[src/rtl/instruction_fetch_unit.sv]
// ---------------------------------------------------------------------------
// instruction_fetch_unit
//
// Purpose: initiator side of the instruction-memory read interface. Owns the
// fetch PC, drives a word-aligned address into a combinational instruction
// memory, buffers each returned word together with its PC in a prefetch FIFO
// and hands entries to decode over a valid/ready handshake. Redirects flush
// the FIFO and reload the PC. A halt request stops new fetches until the
// next redirect.
//
// Optional feature macro: IFU_PERF_COUNTERS_EN adds FetchCount/StallCount.
//
// Ports:
//   Clk              clock, all state updates on the rising edge
//   Rst              synchronous, active-high reset
//   FetchAddress     address to instruction memory (the internal fetch PC)
//   FetchInstruction instruction memory read data for FetchAddress
//   RedirectValid    branch/jump taken this cycle
//   RedirectTarget   new PC (bits [1:0] ignored)
//   HaltReq          stop issuing new fetches
//   OutValid         head FIFO entry valid
//   OutReady         decode accepts head entry
//   OutInstruction   head entry instruction (0 while empty)
//   OutPC            head entry PC (0 while empty)
//   OutPCPlus4       OutPC + 4 modulo 2^32 (0 while empty)
//   Halted           fetch FSM is in HALTED
//   FetchCount       (optional) number of pushes, wraps at 2^32
//   StallCount       (optional) RUN cycles stalled on a full FIFO
// ---------------------------------------------------------------------------
module instruction_fetch_unit #(
  parameter int          DEPTH    = 4,
  parameter logic [31:0] RESET_PC = 32'h0000_0000
) (
  input  logic        Clk,
  input  logic        Rst,
  output logic [31:0] FetchAddress,
  input  logic [31:0] FetchInstruction,
  input  logic        RedirectValid,
  input  logic [31:0] RedirectTarget,
  input  logic        HaltReq,
  output logic        OutValid,
  input  logic        OutReady,
  output logic [31:0] OutInstruction,
  output logic [31:0] OutPC,
  output logic [31:0] OutPCPlus4,
  output logic        Halted
`ifdef IFU_PERF_COUNTERS_EN
  ,
  output logic [31:0] FetchCount,
  output logic [31:0] StallCount
`endif
);

  localparam int AW = (DEPTH > 1) ? $clog2(DEPTH) : 1;
  localparam logic [AW:0]   DEPTH_C = (AW+1)'(DEPTH);
  localparam logic [AW-1:0] PTR_ONE = AW'(1);

  typedef enum logic {ST_RUN = 1'b0, ST_HALTED = 1'b1} state_t;

  state_t        r_state;
  logic [31:0]   r_pc;
  logic [AW:0]   r_count;
  logic [AW-1:0] r_wptr;
  logic [AW-1:0] r_rptr;
  logic [31:0]   r_fifo_instr [DEPTH];
  logic [31:0]   r_fifo_pc    [DEPTH];

  logic          w_valid;
  logic          w_pop;
  logic          w_push;
  logic [31:0]   w_head_instr;
  logic [31:0]   w_head_pc;

  assign w_valid = (r_count != {(AW+1){1'b0}});
  assign w_pop   = w_valid & OutReady;
  // A full FIFO may still accept a word when the head leaves in the same cycle.
  assign w_push  = (r_state == ST_RUN) & ~HaltReq & ~RedirectValid &
                   ((r_count < DEPTH_C) | w_pop);

  assign w_head_instr = r_fifo_instr[r_rptr];
  assign w_head_pc    = r_fifo_pc[r_rptr];

  assign FetchAddress   = r_pc;
  assign OutValid       = w_valid;
  assign OutInstruction = w_valid ? w_head_instr : 32'h0000_0000;
  assign OutPC          = w_valid ? w_head_pc : 32'h0000_0000;
  assign OutPCPlus4     = w_valid ? (w_head_pc + 32'h0000_0004) : 32'h0000_0000;
  assign Halted         = (r_state == ST_HALTED);

  // FIFO storage: written on push only, contents are don't-care while empty.
  always_ff @(posedge Clk) begin
    if (w_push && !Rst) begin
      r_fifo_instr[r_wptr] <= FetchInstruction;
      r_fifo_pc[r_wptr]    <= r_pc;
    end
  end

  // Fetch FSM, PC, pointers and occupancy; redirect overrides all but reset.
  always_ff @(posedge Clk) begin
    if (Rst) begin
      r_state <= ST_RUN;
      r_pc    <= RESET_PC;
      r_count <= {(AW+1){1'b0}};
      r_wptr  <= {AW{1'b0}};
      r_rptr  <= {AW{1'b0}};
    end else if (RedirectValid) begin
      // Flush; a pop in this cycle is discarded along with the rest.
      r_pc    <= RedirectTarget & 32'hFFFF_FFFC;
      r_count <= {(AW+1){1'b0}};
      r_wptr  <= {AW{1'b0}};
      r_rptr  <= {AW{1'b0}};
      // HALTED always resumes; RUN with a concurrent halt lands in HALTED.
      if (r_state == ST_RUN && HaltReq) begin
        r_state <= ST_HALTED;
      end else begin
        r_state <= ST_RUN;
      end
    end else begin
      if (w_push) begin
        r_pc   <= r_pc + 32'h0000_0004;
        r_wptr <= r_wptr + PTR_ONE;
      end
      if (w_pop) begin
        r_rptr <= r_rptr + PTR_ONE;
      end
      r_count <= r_count + (AW+1)'(w_push) - (AW+1)'(w_pop);
      if (r_state == ST_RUN && HaltReq) begin
        r_state <= ST_HALTED;
      end
    end
  end

`ifdef IFU_PERF_COUNTERS_EN
  logic w_stall;
  assign w_stall = (r_state == ST_RUN) & ~HaltReq & ~RedirectValid &
                   (r_count == DEPTH_C) & ~w_pop;

  // Performance counters, free-running and wrapping at 2^32.
  always_ff @(posedge Clk) begin
    if (Rst) begin
      FetchCount <= 32'h0000_0000;
      StallCount <= 32'h0000_0000;
    end else begin
      if (w_push) begin
        FetchCount <= FetchCount + 32'h0000_0001;
      end
      if (w_stall) begin
        StallCount <= StallCount + 32'h0000_0001;
      end
    end
  end
`endif

endmodule

[config.mk]
export PLATFORM = sky130hd
export DESIGN_NAME = instruction_fetch_unit
export DESIGN_NICKNAME = d
export VERILOG_FILES = /design/src/rtl/instruction_fetch_unit.sv
export SDC_FILE = /design/constraint.sdc
export NUM_CORES = 1
export LEC_CHECK = 0
export CAP_MARGIN = 40
export CORE_ASPECT_RATIO = 1.1
export CORE_MARGIN = 10
export CORE_UTILIZATION = 55
export DETAILED_ROUTE_END_ITERATION = 6
export GPL_TIMING_DRIVEN = 0
export MAX_ROUTING_LAYER = met4
export PLACE_DENSITY = 0.8
export SETUP_SLACK_MARGIN = 0.2
export SYNTH_ARGS = -nofsm -noshare
export SYNTH_HDL_FRONTEND = slang
export SYNTH_SLANG_ARGS = --single-unit
[constraint.sdc]
create_clock -name Clk -period 5 [get_ports Clk]
set_input_delay 1 -clock Clk [delete_from_list [all_inputs] [get_ports Clk]]
set_output_delay 1 -clock Clk [all_outputs]
set_load 0.1 [all_outputs]
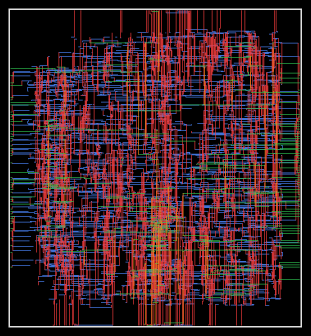
*Routed metal, one colour a layer*
layer	colour	wire length
M2	red	18300 um
M4	orange	1210 um
M1	blue	12800 um
M3	green	2520 um

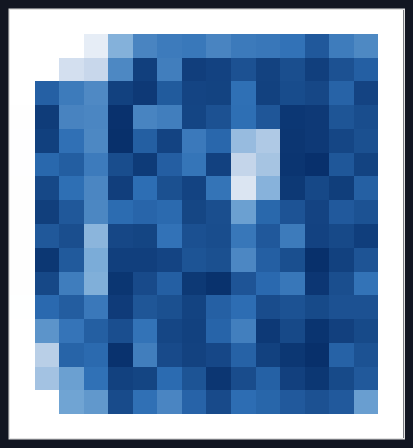
*Placement density heat map*
The die is cut into 16 by 18 equal tiles; white is low, dark blue is high, 0 to 100% covered.
tiles over 75% full	54%
nearly empty tiles	24%
emptiest ninth of the die	north-west
fullest tile	100%
post-layout util: 81.7%
Core Area: 0.0221 mm^2
FP Core Util: 55.9%

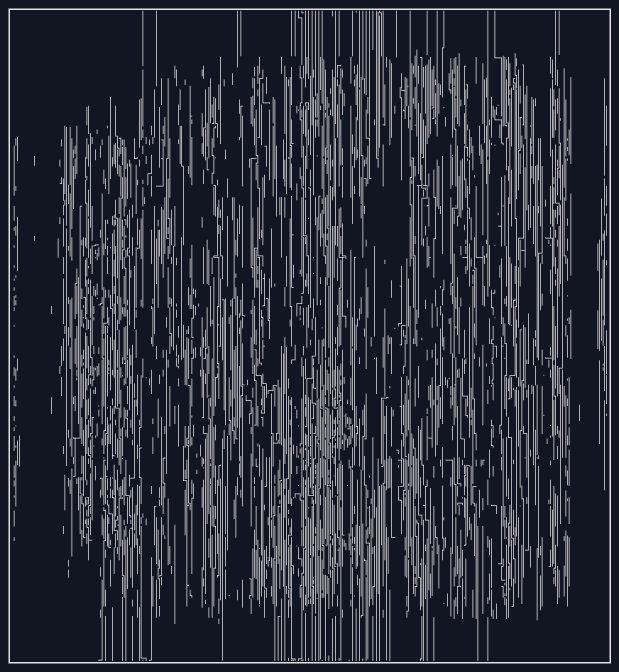
*M2 wires*
share of all routed wire	52%
main direction	vertical
nets with wire on the layer	1075

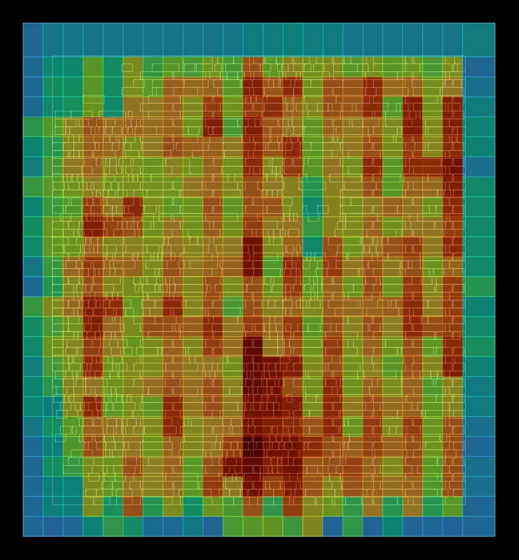
*Track usage over the die*
met2 Usage GRT: 42.4%
GRT Max-Usage Layer: met2
M1 GR Usage: 28.8%
routed length per instance: 23.8 um

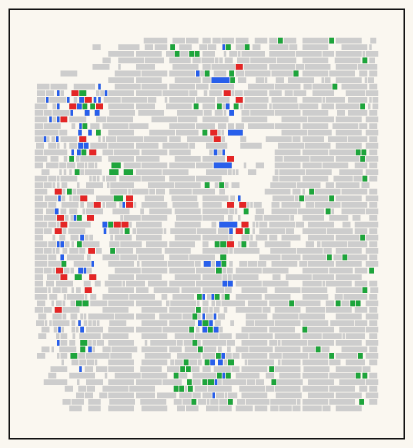
*Selected gate families*
family	colour	cells	most used
xor and xnor cells	red	35	xnor2_1
and/or cells	green	107	and2_1
nand cells	blue	73	nand2_1

==> job_summary.md <==
### Yosys + OpenROAD results

| Metric | Value |
|---|---|
| Routed met3 length | `2520 um` |
| Critical path required time | `4.00 ns` |
| Tcrit/Tclk final | `96.8%` |
| # setup viols final | `0` |
| Synth area leader | `edfxtp_1` |
| Yosys stat cell total | `796` |
| Storage cell area | `0.00825 mm^2` |
| Worst Path Buf+Inv | `4` |
| Max incr delay on CP | `0.76 ns` |
| Static Leak | `0.00613 uW` |
| Largest net degree at the start of global routing | `55` |
| H-Tree Depth | `1` |
| Antenna violations before repair | `0` |
| Synthesized cell area | `0.0124 mm^2` |
| Critical hold path startpoint | `r_rptr[1]$_SDFFE_PP0P_` |
| RSZ-0062 raised after global routing | `yes` |
| Seq share, synth | `66.7%` |
| Clk ins delay skew pair | `0.53 ns` |
| P&R area growth vs syn | `46.1%` |
| Cts bufs inserted | `28` |
| Die height | `177 um` |
| Crit path capture type | `primary output` |
| Drt first pass iters | `5` |
| HP Class | `register to register` |
| First-pass GRT wire length | `53100 um` |
| Die Width | `163 um` |
| Routed WL | `34900 um` |
| Post-synth EDFFs | `248` |
| Max VDD drop | `0.000212 V` |
| Tmin final | `4.84 ns` |
| I/O Buffers | `190` |
| Cell Type Count | `45` |
| Max Fanout on Critical Path | `10` |
| Flops after synth | `288` |
| Log Warnings | `33` |
| Worst-margin pin slew | `0.890 ns` |
| Reg2Reg Launch Point | `FetchAddress[4]$_SDFFE_PP0P_` |
| Diodes inserted | `0` |
| Met2 WL | `18300 um` |
| GP Congestion | `0.873` |
| Slowest CP cell | `nor4_1` |
| DRT met1 WL | `12800 um` |
| Nets | `1224` |
| Pre-CTS WS | `0.444 ns` |
| PD cells | `339 mW/mm^2` |
| Worst-path cell chain | `buf_6 > buf_12 > mux4_2 > nand4_4 > nor4_1 > nand2_1 > mux2_2 > clkdlybuf4s50_1 > buf_8` |
| Hold-fix buffers at CTS | `0` |
| Slew Limit Fails | `0` |
| Fill cells | `1068` |
| Outcome | `completed` |
| Async SR Flop Fraction | `0%` |
| Setup slack after layout | `0.158 ns` |
| Top cells by count | `edfxtp_1, and2_1, mux4_2` |
| Logic area | `0.00387 mm^2` |
| Row Count | `57` |
| Ys Warns | `0` |
| Ratio of cells with drive above 1 in the final layout | `23.6%` |
| Post-Synthesis Cells | `796` |
| Max Root-Sink Buffers | `3` |
| Top cells, area | `edfxtp_1, mux4_2, dfxtp_1, and2_1, mux4_1` |
| Slew Limit Headroom | `40.1%` |
| Fin area | `0.0181 mm^2` |
| Clock-pin slew on the worst setup and hold paths | `0.06 ns` |
| Critical Path Start Type | `register` |
| Setup Crit Path Kind | `register to primary output` |
| Critical path arrival | `3.84 ns` |
| Sink Count | `288` |
| Mapped Avg Cell Area | `15.5 um^2` |
| CP top delay family | `simple AND/OR/NAND/NOR gates` |
| Hold WS | `0.541 ns` |
| Max Cap Viol | `0` |
| Clock Root Buffer | `clkbuf_16` |
| Top area contributor share | `60.2%` |
| DRC Markers | `0` |
| Final Skew | `0.00888 ns` |
## worst paths after layout
| check | to | slack [ns] | depth (start not counted) |
|---|---|---|---|
| worst max-delay path | OutPCPlus4[23] | 0.16 | 9 |
| worst min-delay path | r_rptr[1]$_SDFFE_PP0P_ | 0.54 | 2 |
| worst max register to register | FetchAddress[31]$_SDFFE_PP0P_ | 2.19 | 5 |
| worst min register to register | r_rptr[1]$_SDFFE_PP0P_ | 0.54 | 2 |
## sequential cells by signal (all words and copies together) (netlist names), named ones only
| name | count |
|---|---|
| r_count | 3 |
| r_fifo_instr | 128 |
| FetchAddress | 30 |
| r_wptr | 2 |
| Halted | 1 |
| r_rptr | 2 |
| r_fifo_pc | 120 |
## power by group
group          switching, uW  internal (uW)
Clock                    852           1180
Sequential              50.7           2650
Combinational            872            528
Total                   1770           4360
## logic make-up after synthesis
kind of cell | Yosys count | share of synthesized area (%)
AOI/OAI and AO/OA | 74 | 3.70
xor gates and xnor gates | 35 | 2.48
buffers and inverters | 66 | 2.62
DFF | 288 | 66.7
other | 1 | 0.0303
adders and majority gates | 9 | 0.971
muxes | 69 | 12.2
and+or+nand+nor | 254 | 11.3
## worst min-delay path: stages (launching register included)
cell	delay, ns
dfxtp_1	0.32
xor2_1	0.07
nor2_1	0.11
## per-stage QoR
stage	TNS, ns	instances	total power (uW)
after global routing	0	1463	6290
after detailed placement	0	1415	4150
final	0	1463	6130
after CTS	0	1462	6150
after floorplan	0	801	3500
after global placement	-137.13	1286	3800
## cell usage in the layout (no fill, tap or decap), types with 32 or more instances in the layout
cell type	n
dfxtp_1	40
nand2_1	36
and2_1	70
nor2_1	47
mux4_2	54
edfxtp_1	248
clkbuf_1	32
buf_8	83
buf_16	44
clkdlybuf4s50_1	181
## repair_timing
action / CTS / global route
gates resized: 11 / 13
setup buffers: 1 / 4
setup endpoints to repair: 43 / 8
cloned: 0 / 0
hold endpoints to repair: 0 / 0
## final cells by class
type	count	share of cell area, %
inverter	18	0.374
tap	295	2.04
clock inverter	7	0.256
buffer	48	1.50
multi-input combinational	447	21.4
clock buffer	45	4.75
sequential	288	45.7
timing repair buffer	315	24.0
## layer usage
layer,vias up,GRT usage (%)
li1,3783,-
met1,4121,28.8
met2,433,42.4
met3,84,4.28
met4,0,8.61
met5,-,-
Power is estimated from default activity; no workload was simulated.
